==> run_1/clock_wires.png <==
Drawn at 6 px/µm.
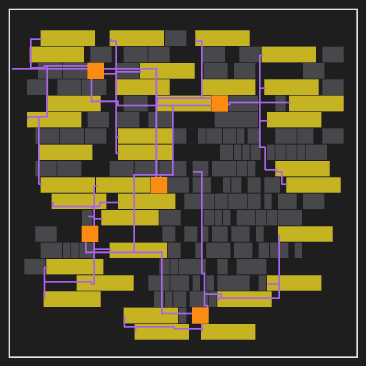
==> run_1/m1.png <==
Drawn at 4 px/µm. Supply wires on this layer in grey.
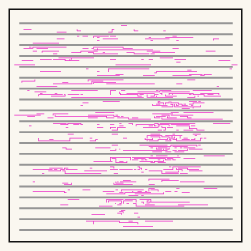
==> run_1/m3.png <==
Drawn at 8 px/µm. Cells faint in the background.
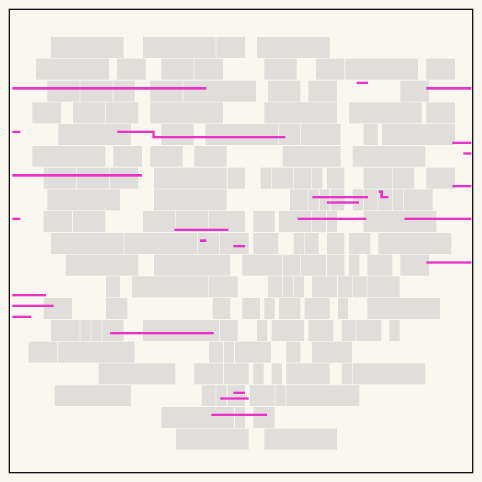
## src/rtl/i2c_pkg.sv

```systemverilog
// ---------------------------------------------------------------------------
// i2c_pkg
// Shared I2C definitions: address/byte widths and the target-receiver FSM
// state type. Imported by i2c_bus_sync and i2c_slave_rx.
// ---------------------------------------------------------------------------
package i2c_pkg;

  localparam int I2C_ADDR_W = 7;
  localparam int I2C_BYTE_W = 8;

  typedef enum logic [2:0] {
    IDLE     = 3'd0,
    ADDR     = 3'd1,
    ADDR_ACK = 3'd2,
    DATA     = 3'd3,
    DATA_ACK = 3'd4,
    IGNORE   = 3'd5
  } i2c_slv_state_e;

endpackage

```

## src/rtl/i2c_bus_sync.sv

```systemverilog
// ---------------------------------------------------------------------------
// i2c_bus_sync
// Synchronises the asynchronous SCL/SDA bus lines into the clk domain and
// derives bus events from the synchronised levels.
//
// Ports:
//   clk, rst    system clock, asynchronous active-high reset
//   scl, sda    raw bus lines
//   scl_s       synchronised SCL level
//   sda_s       synchronised SDA level
//   scl_rise    one-cycle pulse: SCL rising edge
//   scl_fall    one-cycle pulse: SCL falling edge
//   start_det   one-cycle pulse: SDA fell while SCL held high
//   stop_det    one-cycle pulse: SDA rose while SCL held high
// ---------------------------------------------------------------------------
module i2c_bus_sync #(
  parameter int SYNC_STAGES = 2  // must be >= 2
) (
  input  logic clk,
  input  logic rst,
  input  logic scl,
  input  logic sda,
  output logic scl_s,
  output logic sda_s,
  output logic scl_rise,
  output logic scl_fall,
  output logic start_det,
  output logic stop_det
);

  logic [SYNC_STAGES-1:0] scl_sync_q;
  logic [SYNC_STAGES-1:0] sda_sync_q;
  logic                   scl_prev_q;
  logic                   sda_prev_q;

  // Flops reset to 1 (idle bus level) so releasing reset on an idle bus
  // cannot fabricate an edge, START or STOP.
  // NOTE: sequential state uses non-blocking (<=) so every flop samples the
  // pre-edge value of its neighbour; blocking here would collapse the chain.
  always_ff @(posedge clk or posedge rst) begin
    if (rst) begin
      scl_sync_q <= '1;
      sda_sync_q <= '1;
      scl_prev_q <= 1'b1;
      sda_prev_q <= 1'b1;
    end else begin
      scl_sync_q <= {scl_sync_q[SYNC_STAGES-2:0], scl};
      sda_sync_q <= {sda_sync_q[SYNC_STAGES-2:0], sda};
      scl_prev_q <= scl_sync_q[SYNC_STAGES-1];
      sda_prev_q <= sda_sync_q[SYNC_STAGES-1];
    end
  end

  assign scl_s = scl_sync_q[SYNC_STAGES-1];
  assign sda_s = sda_sync_q[SYNC_STAGES-1];

  assign scl_rise = scl_s & ~scl_prev_q;
  assign scl_fall = ~scl_s & scl_prev_q;

  // SCL must be high both before and after the SDA edge, so an SDA change
  // that lands in the same cycle as an SCL edge is treated as ordinary data.
  assign start_det = scl_s & scl_prev_q & sda_prev_q & ~sda_s;
  assign stop_det  = scl_s & scl_prev_q & ~sda_prev_q & sda_s;

endmodule

```

## src/rtl/i2c_slave_rx.sv

```systemverilog
// ---------------------------------------------------------------------------
// i2c_slave_rx
// I2C target receiver. Detects START/STOP, decodes the 7-bit address plus
// R/W bit, ACKs its own write address, deserialises the following data bytes
// and hands each one to a parallel sink. Reads are NACKed.
//
// Ports:
//   clk         system clock
//   rst         asynchronous active-high reset (also releases SDA at once)
//   scl         bus clock (input only, no stretching)
//   sda_in      bus data as seen on the wire
//   sda_oe      1 = pull SDA low (ACK), 0 = release
//   rx_ready    sink can accept a byte
//   data_out    last accepted byte
//   data_valid  one-cycle pulse: data_out is new
//   addr_match  one-cycle pulse: own write address ACKed
//   overflow    one-cycle pulse: byte dropped because rx_ready was low
//   busy        high from own-address ACK until STOP
// ---------------------------------------------------------------------------
module i2c_slave_rx
  import i2c_pkg::*;
#(
  parameter logic [I2C_ADDR_W-1:0] SLAVE_ADDR  = 7'h50,
  parameter int                    SYNC_STAGES = 2
) (
  input  logic                  clk,
  input  logic                  rst,
  input  logic                  scl,
  input  logic                  sda_in,
  output logic                  sda_oe,
  input  logic                  rx_ready,
  output logic [I2C_BYTE_W-1:0] data_out,
  output logic                  data_valid,
  output logic                  addr_match,
  output logic                  overflow,
  output logic                  busy
);

  logic scl_s, sda_s, scl_rise, scl_fall, start_det, stop_det;

  i2c_bus_sync #(
    .SYNC_STAGES(SYNC_STAGES)
  ) u_bus_sync (
    .clk      (clk),
    .rst      (rst),
    .scl      (scl),
    .sda      (sda_in),
    .scl_s    (scl_s),
    .sda_s    (sda_s),
    .scl_rise (scl_rise),
    .scl_fall (scl_fall),
    .start_det(start_det),
    .stop_det (stop_det)
  );

  i2c_slv_state_e        state_q, state_d;
  logic [3:0]            bit_cnt_q, bit_cnt_d;
  logic [I2C_BYTE_W-1:0] shift_q, shift_d;
  logic [I2C_BYTE_W-1:0] data_out_q, data_out_d;
  logic                  sda_oe_q, sda_oe_d;
  logic                  data_valid_q, data_valid_d;
  logic                  addr_match_q, addr_match_d;
  logic                  overflow_q, overflow_d;
  logic                  busy_q, busy_d;

  logic byte_done;
  assign byte_done = (bit_cnt_q == 4'(I2C_BYTE_W));

  always_comb begin
    // NOTE: every variable gets a default before any branch; a path that
    // leaves one unassigned would infer a latch instead of holding the flop.
    state_d      = state_q;
    bit_cnt_d    = bit_cnt_q;
    shift_d      = shift_q;
    data_out_d   = data_out_q;
    sda_oe_d     = sda_oe_q;
    data_valid_d = 1'b0;
    addr_match_d = 1'b0;
    overflow_d   = 1'b0;
    busy_d       = busy_q;

    // Bus conditions override any SCL edge seen in the same cycle.
    if (start_det) begin
      state_d   = ADDR;
      bit_cnt_d = '0;
      sda_oe_d  = 1'b0;
    end else if (stop_det) begin
      state_d   = IDLE;
      bit_cnt_d = '0;
      sda_oe_d  = 1'b0;
      busy_d    = 1'b0;
    end else begin
      case (state_q)
        IDLE: ;

        ADDR: begin
          if (scl_rise) begin
            shift_d   = {shift_q[I2C_BYTE_W-2:0], sda_s};
            bit_cnt_d = bit_cnt_q + 4'd1;
          end else if (scl_fall && byte_done) begin
            // shift_q = {addr[6:0], rw}; only own-address writes are ACKed.
            if (shift_q[I2C_BYTE_W-1:1] == SLAVE_ADDR && !shift_q[0]) begin
              sda_oe_d     = 1'b1;
              addr_match_d = 1'b1;
              busy_d       = 1'b1;
              state_d      = ADDR_ACK;
            end else begin
              state_d = IGNORE;
            end
          end
        end

        // Entered on the 8th fall; the next fall closes the 9th (ACK) clock.
        ADDR_ACK: begin
          if (scl_fall) begin
            sda_oe_d  = 1'b0;
            bit_cnt_d = '0;
            state_d   = DATA;
          end
        end

        DATA: begin
          if (scl_rise) begin
            shift_d   = {shift_q[I2C_BYTE_W-2:0], sda_s};
            bit_cnt_d = bit_cnt_q + 4'd1;
          end else if (scl_fall && byte_done) begin
            if (rx_ready) begin
              data_out_d   = shift_q;
              data_valid_d = 1'b1;
              sda_oe_d     = 1'b1;
              state_d      = DATA_ACK;
            end else begin
              overflow_d = 1'b1;
              state_d    = IGNORE;
            end
          end
        end

        DATA_ACK: begin
          if (scl_fall) begin
            sda_oe_d  = 1'b0;
            bit_cnt_d = '0;
            state_d   = DATA;
          end
        end

        IGNORE: sda_oe_d = 1'b0;

        default: begin
          state_d  = IDLE;
          sda_oe_d = 1'b0;
        end
      endcase
    end
  end

  // Asynchronous reset drops sda_oe immediately, releasing the bus mid-ACK.
  always_ff @(posedge clk or posedge rst) begin
    if (rst) begin
      state_q      <= IDLE;
      bit_cnt_q    <= '0;
      shift_q      <= '0;
      data_out_q   <= '0;
      sda_oe_q     <= 1'b0;
      data_valid_q <= 1'b0;
      addr_match_q <= 1'b0;
      overflow_q   <= 1'b0;
      busy_q       <= 1'b0;
    end else begin
      state_q      <= state_d;
      bit_cnt_q    <= bit_cnt_d;
      shift_q      <= shift_d;
      data_out_q   <= data_out_d;
      sda_oe_q     <= sda_oe_d;
      data_valid_q <= data_valid_d;
      addr_match_q <= addr_match_d;
      overflow_q   <= overflow_d;
      busy_q       <= busy_d;
    end
  end

  assign sda_oe     = sda_oe_q;
  assign data_out   = data_out_q;
  assign data_valid = data_valid_q;
  assign addr_match = addr_match_q;
  assign overflow   = overflow_q;
  assign busy       = busy_q;

endmodule

```

## config.mk

```make
export PLATFORM = sky130hd
export DESIGN_NAME = i2c_slave_rx
export DESIGN_NICKNAME = d
export VERILOG_FILES = /design/src/rtl/i2c_pkg.sv /design/src/rtl/i2c_bus_sync.sv /design/src/rtl/i2c_slave_rx.sv
export SDC_FILE = /design/constraint.sdc
export NUM_CORES = 1
export LEC_CHECK = 0
export ABC_AREA = 0
export CORE_MARGIN = 2
export CORE_UTILIZATION = 54
export CTS_CLUSTER_SIZE = 30
export DETAILED_ROUTE_END_ITERATION = 16
export GPL_ROUTABILITY_DRIVEN = 0
export PLACE_DENSITY_LB_ADDON = 0.3
export SLEW_MARGIN = 15
export SYNTH_ARGS = -nofsm -noshare
export SYNTH_HDL_FRONTEND = slang
export SYNTH_HIERARCHICAL = 1
export SYNTH_SLANG_ARGS = --single-unit
```

## constraint.sdc

```tcl
create_clock -name clk -period 2.55 [get_ports clk]
set_clock_uncertainty 0.1 [all_clocks]
set_input_delay 0.255 -clock clk [delete_from_list [all_inputs] [get_ports clk]]
set_output_delay 0.255 -clock clk [all_outputs]
set_load 0.03 [all_outputs]
```

==> GITHUB_STEP_SUMMARY, run 1 <==
### Metrics collected by this job

| Metric | Value |
|---|---|
| Synth Net Count | `around 140` |
| Nets | `157` |
| Cells on worst reg2reg path | `6` |
| Synth area leader | `dfrtp_1` |
| Final setup vio count | `0` |
| Number of enable flip-flop cells | `0` |
| Count of multi-input gates | `between 80 and 90` |
| Avg Cell Area, Syn | `between 10 and 15 µm²` |
| Switch share | `between 30% and 40%` |
| CTS H-tree lvls | `2` |
| Top Ports | `18` |
| Relative slew margins | `70.9%` |
| Power share of the clock group | `a little over a fifth` |
| Post-DP Area | `1760 µm²` |
| Post-route ant nets | `0` |
| Initial antenna violation count | `0` |
| Via count of the first global-routing pass | `about 1100` |
| Synth Flop Type | `dfrtp_1` |
| Final Non-Filler Cells | `182` |
| Combinational share of cell area | `between 30% and 40%` |
| FILL cells | `225` |
| Clock buf/inv share | `~3.5%` |
| FFs & Latches | `34` |
| CTS root buf | `clkbuf_4` |
| Leakage power | `slightly above 0.0008 µW` |
| Via count | `1048` |
| YS chip area | `around 1600 µm²` |
| Outcome | `completed` |
| 1st-iter DRT viols | `~60` |
| WL met3 | `between 100 and 150 µm` |
| Reg-to-reg startpoint | `u_bus_sync/scl_prev_q` |
| Combinational power share | `between 20% and 30%` |
| Logic cell area | `658 µm²` |
| Chip height | `a little under 60 µm` |
| Horizontal die size | `around 58 µm` |
| Yosys cell count | `between 100 and 150` |
| Highest-power group | `sequential cells` |
| Area leader share | `44.9%` |
| Routed len/inst | `around 15 µm` |
| Sequential cell area share | `between 40% and 50%` |
| Max rail drop VDD | `roughly 0.6 mV` |
| Synth Warn # | `6` |
| Met2 wire len | `roughly 1.3 mm` |
Notes on clock_wires.png above:
legend:
  clock-net drivers:
    colour: orange
    count: 5
  clock wires:
    colour: purple
    length: 385 µm
  flip-flops:
    colour: yellow
    count: 34
routed clock nets: 6
flops lie: all over the die

Notes on m1.png above:
main direction: horizontal
share of all routed wire: 41%
longest straight run: 17.9 µm

Notes on m3.png above:
wire length on this layer: 150 µm
share of all routed wire: 5.6%
main direction: horizontal

==> run_1/clock_nets.png <==
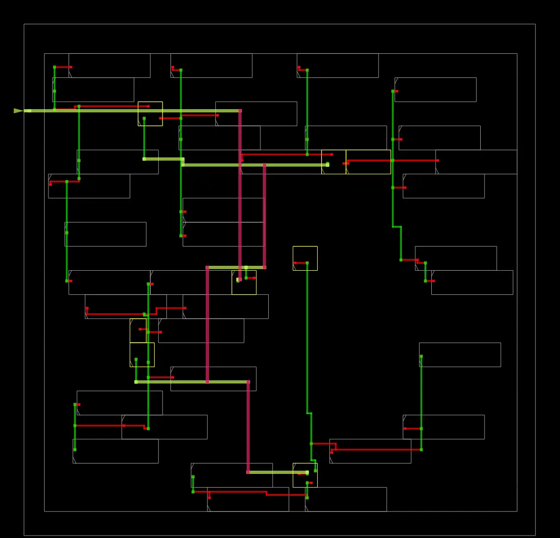

--- run 2 (diff from run 1) ---
--- a/config.mk
+++ b/config.mk
@@ -7,7 +7,7 @@
 export LEC_CHECK = 0
 export ABC_AREA = 0
 export CORE_MARGIN = 2
-export CORE_UTILIZATION = 54
+export CORE_UTILIZATION = 58
 export CTS_CLUSTER_SIZE = 30
 export DETAILED_ROUTE_END_ITERATION = 16
 export GPL_ROUTABILITY_DRIVEN = 0
==> constraint.sdc (replaced) <==
create_clock -name clk -period 2.7 [get_ports clk]
set_clock_uncertainty 0.1 [all_clocks]
set_input_delay 0.27 -clock clk [delete_from_list [all_inputs] [get_ports clk]]
set_output_delay 0.27 -clock clk [all_outputs]
set_load 0.03 [all_outputs]
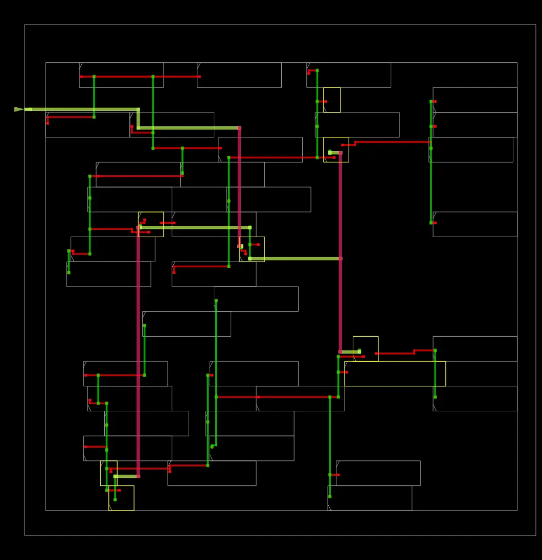
(run_2/clock_nets.png)
Clk. pwr: 362 µW
clock latency on the worst-skew pair: 0.34 ns
# clk buffers: 5
FFs & Latches: 34

==> GITHUB_STEP_SUMMARY, run 2 <==
### Metrics collected by this job

| Metric | Value |
|---|---|
| Outcome | `completed` |
| Reg-to-reg startpoint | `u_bus_sync/sda_sync_q[1]` |
| Switch share | `33.5% (-1.9 points)` |
| 1st-iter DRT viols | `38 (-37%)` |
| Leakage power | `0.000834 µW (+1.3%)` |
| Cells on worst reg2reg path | `6 (unchanged)` |
| Highest-power group | `sequential cells` |
| Via count of the first global-routing pass | `1080 (-1.4%)` |
| Max rail drop VDD | `0.735 mV (+25%)` |
| Met2 wire len | `1.34 mm (about the same)` |
| Sequential cell area share | `46.8% (-0.32 points)` |
| Nets | `157 (unchanged)` |
| Clock buf/inv share | `4.23% (+0.73 points)` |
| Logic cell area | `658 µm² (unchanged)` |
| Top Ports | `18 (unchanged)` |
| Yosys cell count | `128 (unchanged)` |
| Number of enable flip-flop cells | `0 (unchanged)` |
| Synth Flop Type | `dfrtp_1` |
| Avg Cell Area, Syn | `12.2 µm² (unchanged)` |
| Final Non-Filler Cells | `181 (-0.55%)` |
| Chip height | `55.8 µm (-3.3%)` |
| Post-DP Area | `1760 µm² (about the same)` |
| Combinational power share | `26.3% (-1.0 points)` |
| Combinational share of cell area | `35.9% (-0.25 points)` |
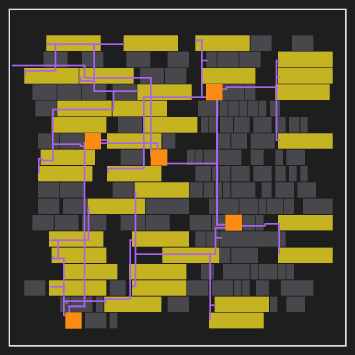
(run_2/clock_wires.png)
Drawn at 6 px/µm.
legend:
  clock wires:
    colour: purple
    length: 383 µm
  flip-flops:
    colour: yellow
    count: 34
  clock-net drivers:
    colour: orange
    count: 5
routed clock nets: 6
flops lie: all over the die
power share of the clock group: 25.1%

Power and IR drop assume default switching activity.
